$ cat src/rtl/apb_vic_pkg.sv
// Shared constants for the APB vectored interrupt controller: register
// offsets, sizing and a helper for popping the in-service priority mask.
package vic_pkg;

    localparam int NUM_SRC         = 32;
    localparam int NUM_VECT        = 16;
    localparam int NUM_LEVELS      = NUM_VECT + 1;
    localparam int DEF_LEVEL       = NUM_VECT;
    localparam int VECTCNTL_EN_BIT = 5;

    localparam logic [11:0] VIC_IRQSTATUS     = 12'h000;
    localparam logic [11:0] VIC_FIQSTATUS     = 12'h004;
    localparam logic [11:0] VIC_RAWINTR       = 12'h008;
    localparam logic [11:0] VIC_INTSELECT     = 12'h00C;
    localparam logic [11:0] VIC_INTENABLE     = 12'h010;
    localparam logic [11:0] VIC_INTENCLEAR    = 12'h014;
    localparam logic [11:0] VIC_SOFTINT       = 12'h018;
    localparam logic [11:0] VIC_SOFTINTCLEAR  = 12'h01C;
    localparam logic [11:0] VIC_VECTADDR      = 12'h030;
    localparam logic [11:0] VIC_DEFVECTADDR   = 12'h034;
    localparam logic [11:0] VIC_VECTADDR_BASE = 12'h100;
    localparam logic [11:0] VIC_VECTCNTL_BASE = 12'h200;

    typedef logic [5:0] vect_cntl_t;

    // Lowest set bit is the highest-priority level in service; drop it.
    function automatic logic [NUM_LEVELS-1:0] clear_lowest(input logic [NUM_LEVELS-1:0] m);
        return m & (m - 1'b1);
    endfunction

endpackage

$ cat src/rtl/apb_vic_if.sv
// APB bus bundle between the CPU-side master and the VIC slave.
interface apb_vic_if;
    logic        pselVIC;
    logic        penable;
    logic [31:0] paddr;
    logic        pwrite;
    logic [31:0] pwdata;
    logic [31:0] prdata;

    modport slave  (input pselVIC, penable, paddr, pwrite, pwdata, output prdata);
    modport master (output pselVIC, penable, paddr, pwrite, pwdata, input prdata);
endinterface

$ cat src/rtl/apb_vic_prio.sv
// Combinational priority resolver: finds the highest-priority IRQ level
// (slots 0..15, default 16) that is not masked by the in-service mask.
module vic_prio
    import vic_pkg::*;
(
    input  logic [NUM_SRC-1:0]    irq_status,
    input  vect_cntl_t            vect_cntl [NUM_VECT],
    input  logic [NUM_LEVELS-1:0] in_service,
    output logic                  eligible,
    output logic [4:0]            level,
    output logic [3:0]            vect_sel
);

    logic [NUM_SRC-1:0]    claimed;
    logic [NUM_LEVELS-1:0] req;
    logic                  blocked;

    // Build per-level requests, then pick the lowest unblocked level.
    always_comb begin
        claimed  = '0;
        req      = '0;
        blocked  = 1'b0;
        eligible = 1'b0;
        level    = '0;
        for (int n = 0; n < NUM_VECT; n++) begin
            if (vect_cntl[n][VECTCNTL_EN_BIT]) begin
                claimed[vect_cntl[n][4:0]] = 1'b1;
                req[n] = irq_status[vect_cntl[n][4:0]];
            end
        end
        req[DEF_LEVEL] = |(irq_status & ~claimed);
        // An in-service bit at level k blocks level k and everything below it.
        for (int l = 0; l < NUM_LEVELS; l++) begin
            blocked = blocked | in_service[l];
            if (!eligible && req[l] && !blocked) begin
                eligible = 1'b1;
                level    = 5'(l);
            end
        end
        vect_sel = level[3:0];
    end

endmodule

$ cat src/rtl/apb_vic.sv
// APB vectored interrupt controller: register file, APB decode, hardware
// in-service mask for IRQ nesting and registered nFIQ/nIRQ outputs.
module apb_vic
    import vic_pkg::*;
(
    input  logic               pclk,
    input  logic               presetn,
    apb_vic_if.slave           apb,
    input  logic [NUM_SRC-1:0] VICIntSource,
    output logic               nvicfiq,
    output logic               nvicirq
);

    logic [11:0] addr_w;
    logic        unused_addr_bits;
    logic        wr_en;
    logic        rd_access;
    logic        slot_va_hit;
    logic        slot_vc_hit;
    logic [3:0]  slot_idx;

    logic [NUM_SRC-1:0]    int_sel_q,  int_sel_d;
    logic [NUM_SRC-1:0]    int_en_q,   int_en_d;
    logic [NUM_SRC-1:0]    soft_int_q, soft_int_d;
    logic [31:0]           def_vect_q, def_vect_d;
    logic [31:0]           vect_hold_q, vect_hold_d;
    logic [31:0]           vect_addr_q [NUM_VECT];
    logic [31:0]           vect_addr_d [NUM_VECT];
    vect_cntl_t            vect_cntl_q [NUM_VECT];
    vect_cntl_t            vect_cntl_d [NUM_VECT];
    logic [NUM_LEVELS-1:0] in_service_q, in_service_d;
    logic                  fiq_n_q, fiq_n_d;
    logic                  irq_n_q, irq_n_d;

    logic [NUM_SRC-1:0] raw_intr;
    logic [NUM_SRC-1:0] irq_status;
    logic [NUM_SRC-1:0] fiq_status;
    logic               eligible;
    logic [4:0]         win_level;
    logic [3:0]         vect_sel;
    logic [31:0]        vect_rd;

    assign addr_w           = {apb.paddr[11:2], 2'b00};
    assign unused_addr_bits = ^{apb.paddr[31:12], apb.paddr[1:0]};
    assign wr_en            = apb.pselVIC & apb.penable & apb.pwrite;
    assign rd_access        = apb.pselVIC & apb.penable & ~apb.pwrite;
    assign slot_va_hit      = (addr_w[11:6] == VIC_VECTADDR_BASE[11:6]);
    assign slot_vc_hit      = (addr_w[11:6] == VIC_VECTCNTL_BASE[11:6]);
    assign slot_idx         = addr_w[5:2];

    assign raw_intr   = VICIntSource | soft_int_q;
    assign irq_status = raw_intr & int_en_q & ~int_sel_q;
    assign fiq_status = raw_intr & int_en_q & int_sel_q;

    vic_prio u_prio (
        .irq_status (irq_status),
        .vect_cntl  (vect_cntl_q),
        .in_service (in_service_q),
        .eligible   (eligible),
        .level      (win_level),
        .vect_sel   (vect_sel)
    );

    // Vector presented on a VectAddr read; holds the last one when idle.
    always_comb begin
        vect_rd = vect_hold_q;
        if (eligible) begin
            vect_rd = (win_level == 5'(DEF_LEVEL)) ? def_vect_q : vect_addr_q[vect_sel];
        end
    end

    // Combinational read mux, live in both setup and access phases.
    always_comb begin
        apb.prdata = '0;
        if (apb.pselVIC && !apb.pwrite) begin
            case (addr_w)
                VIC_IRQSTATUS:   apb.prdata = irq_status;
                VIC_FIQSTATUS:   apb.prdata = fiq_status;
                VIC_RAWINTR:     apb.prdata = raw_intr;
                VIC_INTSELECT:   apb.prdata = int_sel_q;
                VIC_INTENABLE:   apb.prdata = int_en_q;
                VIC_SOFTINT:     apb.prdata = soft_int_q;
                VIC_VECTADDR:    apb.prdata = vect_rd;
                VIC_DEFVECTADDR: apb.prdata = def_vect_q;
                default: begin
                    if (slot_va_hit) apb.prdata = vect_addr_q[slot_idx];
                    if (slot_vc_hit) apb.prdata = {26'b0, vect_cntl_q[slot_idx]};
                end
            endcase
        end
    end

    // Next state: register writes, in-service push/pop and output flops.
    always_comb begin
        int_sel_d    = int_sel_q;
        int_en_d     = int_en_q;
        soft_int_d   = soft_int_q;
        def_vect_d   = def_vect_q;
        vect_hold_d  = vect_hold_q;
        vect_addr_d  = vect_addr_q;
        vect_cntl_d  = vect_cntl_q;
        in_service_d = in_service_q;
        fiq_n_d      = ~|fiq_status;
        irq_n_d      = ~eligible;
        if (wr_en) begin
            case (addr_w)
                VIC_INTSELECT:    int_sel_d    = apb.pwdata;
                VIC_INTENABLE:    int_en_d     = int_en_q | apb.pwdata;
                VIC_INTENCLEAR:   int_en_d     = int_en_q & ~apb.pwdata;
                VIC_SOFTINT:      soft_int_d   = soft_int_q | apb.pwdata;
                VIC_SOFTINTCLEAR: soft_int_d   = soft_int_q & ~apb.pwdata;
                VIC_VECTADDR:     in_service_d = clear_lowest(in_service_q);
                VIC_DEFVECTADDR:  def_vect_d   = apb.pwdata;
                default: begin
                    if (slot_va_hit) vect_addr_d[slot_idx] = apb.pwdata;
                    if (slot_vc_hit) vect_cntl_d[slot_idx] = apb.pwdata[5:0];
                end
            endcase
        end
        // Reading the vector acknowledges it: mark its level in service.
        if (rd_access && addr_w == VIC_VECTADDR && eligible) begin
            in_service_d[win_level] = 1'b1;
            vect_hold_d             = vect_rd;
        end
    end

    // State registers.
    always_ff @(posedge pclk or negedge presetn) begin
        if (!presetn) begin
            int_sel_q    <= '0;
            int_en_q     <= '0;
            soft_int_q   <= '0;
            def_vect_q   <= '0;
            vect_hold_q  <= '0;
            in_service_q <= '0;
            fiq_n_q      <= 1'b1;
            irq_n_q      <= 1'b1;
            for (int n = 0; n < NUM_VECT; n++) begin
                vect_addr_q[n] <= '0;
                vect_cntl_q[n] <= '0;
            end
        end else begin
            int_sel_q    <= int_sel_d;
            int_en_q     <= int_en_d;
            soft_int_q   <= soft_int_d;
            def_vect_q   <= def_vect_d;
            vect_hold_q  <= vect_hold_d;
            in_service_q <= in_service_d;
            fiq_n_q      <= fiq_n_d;
            irq_n_q      <= irq_n_d;
            vect_addr_q  <= vect_addr_d;
            vect_cntl_q  <= vect_cntl_d;
        end
    end

    assign nvicfiq = fiq_n_q;
    assign nvicirq = irq_n_q;

endmodule

$ cat src/flat_wrapper.sv
// flat-port wrapper written by rule: the top's interface ports become plain ports
module apb_vic_flat import vic_pkg::*;
  (pclk, presetn, VICIntSource, nvicfiq, nvicirq, apb_pselVIC, apb_penable, apb_paddr, apb_pwrite, apb_pwdata, apb_prdata);
  apb_vic_if apb_i ();
  input  logic pclk;
  input  logic presetn;
  input  logic [NUM_SRC-1:0] VICIntSource;
  output logic nvicfiq;
  output logic nvicirq;
  input wire logic [$bits(apb_i.pselVIC)-1:0] apb_pselVIC;
  input wire logic [$bits(apb_i.penable)-1:0] apb_penable;
  input wire logic [$bits(apb_i.paddr)-1:0] apb_paddr;
  input wire logic [$bits(apb_i.pwrite)-1:0] apb_pwrite;
  input wire logic [$bits(apb_i.pwdata)-1:0] apb_pwdata;
  output wire logic [$bits(apb_i.prdata)-1:0] apb_prdata;
  assign apb_i.pselVIC = apb_pselVIC;
  assign apb_i.penable = apb_penable;
  assign apb_i.paddr = apb_paddr;
  assign apb_i.pwrite = apb_pwrite;
  assign apb_i.pwdata = apb_pwdata;
  assign apb_prdata = apb_i.prdata;
  apb_vic u_core (.pclk(pclk), .presetn(presetn), .apb(apb_i), .VICIntSource(VICIntSource), .nvicfiq(nvicfiq), .nvicirq(nvicirq));
endmodule
$ cat config.mk
export PLATFORM = sky130hd
export DESIGN_NAME = apb_vic_flat
export DESIGN_NICKNAME = d
export VERILOG_FILES = /design/src/rtl/apb_vic_pkg.sv /design/src/rtl/apb_vic_if.sv /design/src/rtl/apb_vic_prio.sv /design/src/rtl/apb_vic.sv /design/src/flat_wrapper.sv
export SDC_FILE = /design/constraint.sdc
export NUM_CORES = 2
export LEC_CHECK = 0
export CORE_AREA = 2 2 363 365
export CTS_BUF_LIST = sky130_fd_sc_hd__clkbuf_16
export CTS_CLUSTER_SIZE = 8
export DETAILED_ROUTE_END_ITERATION = 6
export DIE_AREA = 0 0 365 367
export SYNTH_ARGS = -nofsm -noshare
export SYNTH_HDL_FRONTEND = slang
export SYNTH_HIERARCHICAL = 1
export SYNTH_SLANG_ARGS = --single-unit
$ cat constraint.sdc
create_clock -name pclk -period 11.6 [get_ports pclk]
set_input_delay 2.9 -clock pclk [delete_from_list [all_inputs] [get_ports pclk]]
set_output_delay 2.9 -clock pclk [all_outputs]
set_load 0.005 [all_outputs]
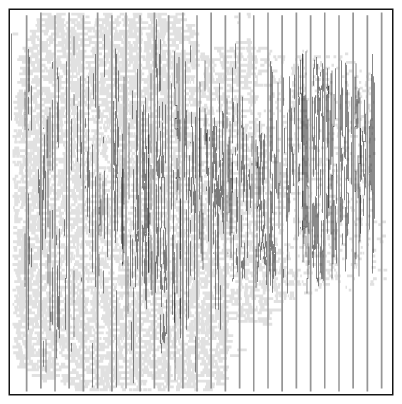
(images/m4.png)
Supply wires on this layer in grey.
nets with wire on the layer: 309
share of all routed wire: 8.6%
vias: 46490
final WL: 247.8 mm

==> results.sh <==
# implementation run metrics
export IMPL_clock_area_share_pct=4.769
export IMPL_fmax_mhz=86.62
export IMPL_path_clk_slew_ns=0.05
export IMPL_top_usage_layer="met2"
export IMPL_crit_family="buffers and inverters"
export IMPL_path_max_fanout=5
export IMPL_utilization_pct=47.15
export IMPL_rsz0062_at_grt="yes"
export IMPL_top_cells_by_count="dfrtp_1 (785), mux2_2 (686), mux4_2 (333)"
export IMPL_drtIter0Drc=6613
export IMPL_vdd_drop_max_mv=0.1126
export IMPL_setup_worst_path_start="VICIntSource[15]"
export IMPL_slowest_delay_ns=0.57
export IMPL_crit_top_cell="buf_4"
export IMPL_grt_met2_usage_pct=53.27
export IMPL_comb_share_pct=49.76
export IMPL_skew_ns=0.04681
export IMPL_route_detailed_drc=13
export IMPL_fin_ws_ns=0.05491
export IMPL_period_needed_ns=11.55
export IMPL_yosysChipArea_sq_um=51680
export IMPL_holdPathStages=2
export IMPL_edf_count=0
export IMPL_r2r_slack_ns=5.05
export IMPL_dp_cells=6373
export IMPL_max_slew_margin_pct=-2.509
export IMPL_ys_seq_share_pct=38.12
export IMPL_violations="design-rule violations, max-capacitance violations, max-slew violations"
export IMPL_status="complete, but fails checks"
export IMPL_yosysTopAreaCellShare_pct=38.01
export IMPL_antenna_left=0
export IMPL_clk_path_buf_depth=3
export IMPL_syn_inst=4514
export IMPL_rows=133
export IMPL_drv_slew=7
export IMPL_firstDrtPassIters=7
export IMPL_n_fill_cell=11900
export IMPL_period_used_pct=99.53
export IMPL_grt_antenna_before_repair=17
export IMPL_fp_nets=4615
export IMPL_use_met3_pct=9.862
export IMPL_seqCellArea_sq_um=19700
export IMPL_cap_violations=1
export IMPL_yosysCellCount=4514
export IMPL_antenna_cells=6
export IMPL_place_congestion=1.057
export IMPL_post_cts_setup_buffers=23
export IMPL_grt_max_degree=159
export IMPL_inverters_excl_clock=29
export IMPL_n_all_buffers=620
export IMPL_cts_buffers=108
export IMPL_reg2reg_depth=20
export IMPL_ctsResizeCount=177
export IMPL_grt_pass1_wl_mm=348.5
export IMPL_setup_violations=0
export IMPL_dp_hpwl_mm=166.1
export IMPL_nNetsFinal=4865
export IMPL_cp_end_kind="primary output"
export IMPL_critPathCapture="apb_prdata[5]"
export IMPL_ys_flop_type="dfrtp_1"
export IMPL_seq_area_share_pct=32.02
export IMPL_dieArea_sq_um=134000
export IMPL_dpl_worst_slack_ns=-0.8468
export IMPL_die_x_um=365
export IMPL_drt_met1_wl_mm=92.85
export IMPL_grt_pass1_vias=45890
export IMPL_syn_area_sq_um=51680
export IMPL_crit_type="input port to primary output"
export IMPL_wl_met2_mm=106.2
export IMPL_io_buffer_count=112
export IMPL_stdcell_count=6553
export IMPL_cp_depth=27
export IMPL_whs_endpoint="u_core/vect_hold_q[15]"
export IMPL_synth_warnings=6
export IMPL_cts_tree="yes"
export IMPL_synth_cell_types=99
export IMPL_path_buffers=11
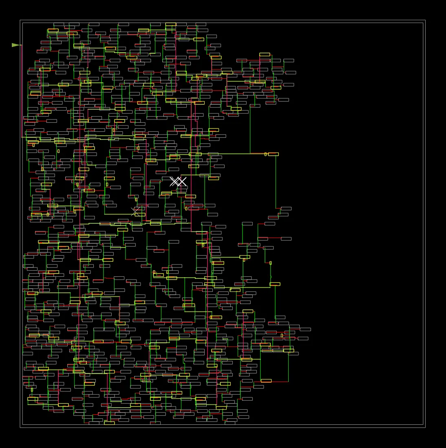
(images/clock_nets.png)
CLK BUF: 108
clk latency late pin: 0.72 ns
clock sink total: 787

## cells in the final DEF, fill, tap and decap left out, types with 121 or more instances in the layout
cell	count
nor2_1	218
mux4_2	333
nand2_1	179
o21ai_0	121
dfrtp_1	784
o22ai_1	172
a21oi_1	126
mux2i_1	185
buf_4	421
mux2_2	686
## through the flow
step,instance area [sq um],total power (W)
after floorplan,51680,0.002966
after global placement,57190,0.003172
after detailed placement,57190,0.003174
after CTS,61030,0.006041
after global routing,61500,0.006177
final,61520,0.006008
## cell families after synthesis
logic type	synth area share (%)
AND/OR/NAND/NOR	11.08
flip-flops	38.12
AND-OR/OR-AND	12.70
multiplexers	33.75
buffers and inverters	4.353
## power breakdown
group / switching (W) / internal, W
clock: 0.00123 / 0.00164
sequential: 0.0000152 / 0.00276
combinational: 0.000259 / 0.000103
Power is estimated from default activity; no workload was simulated.
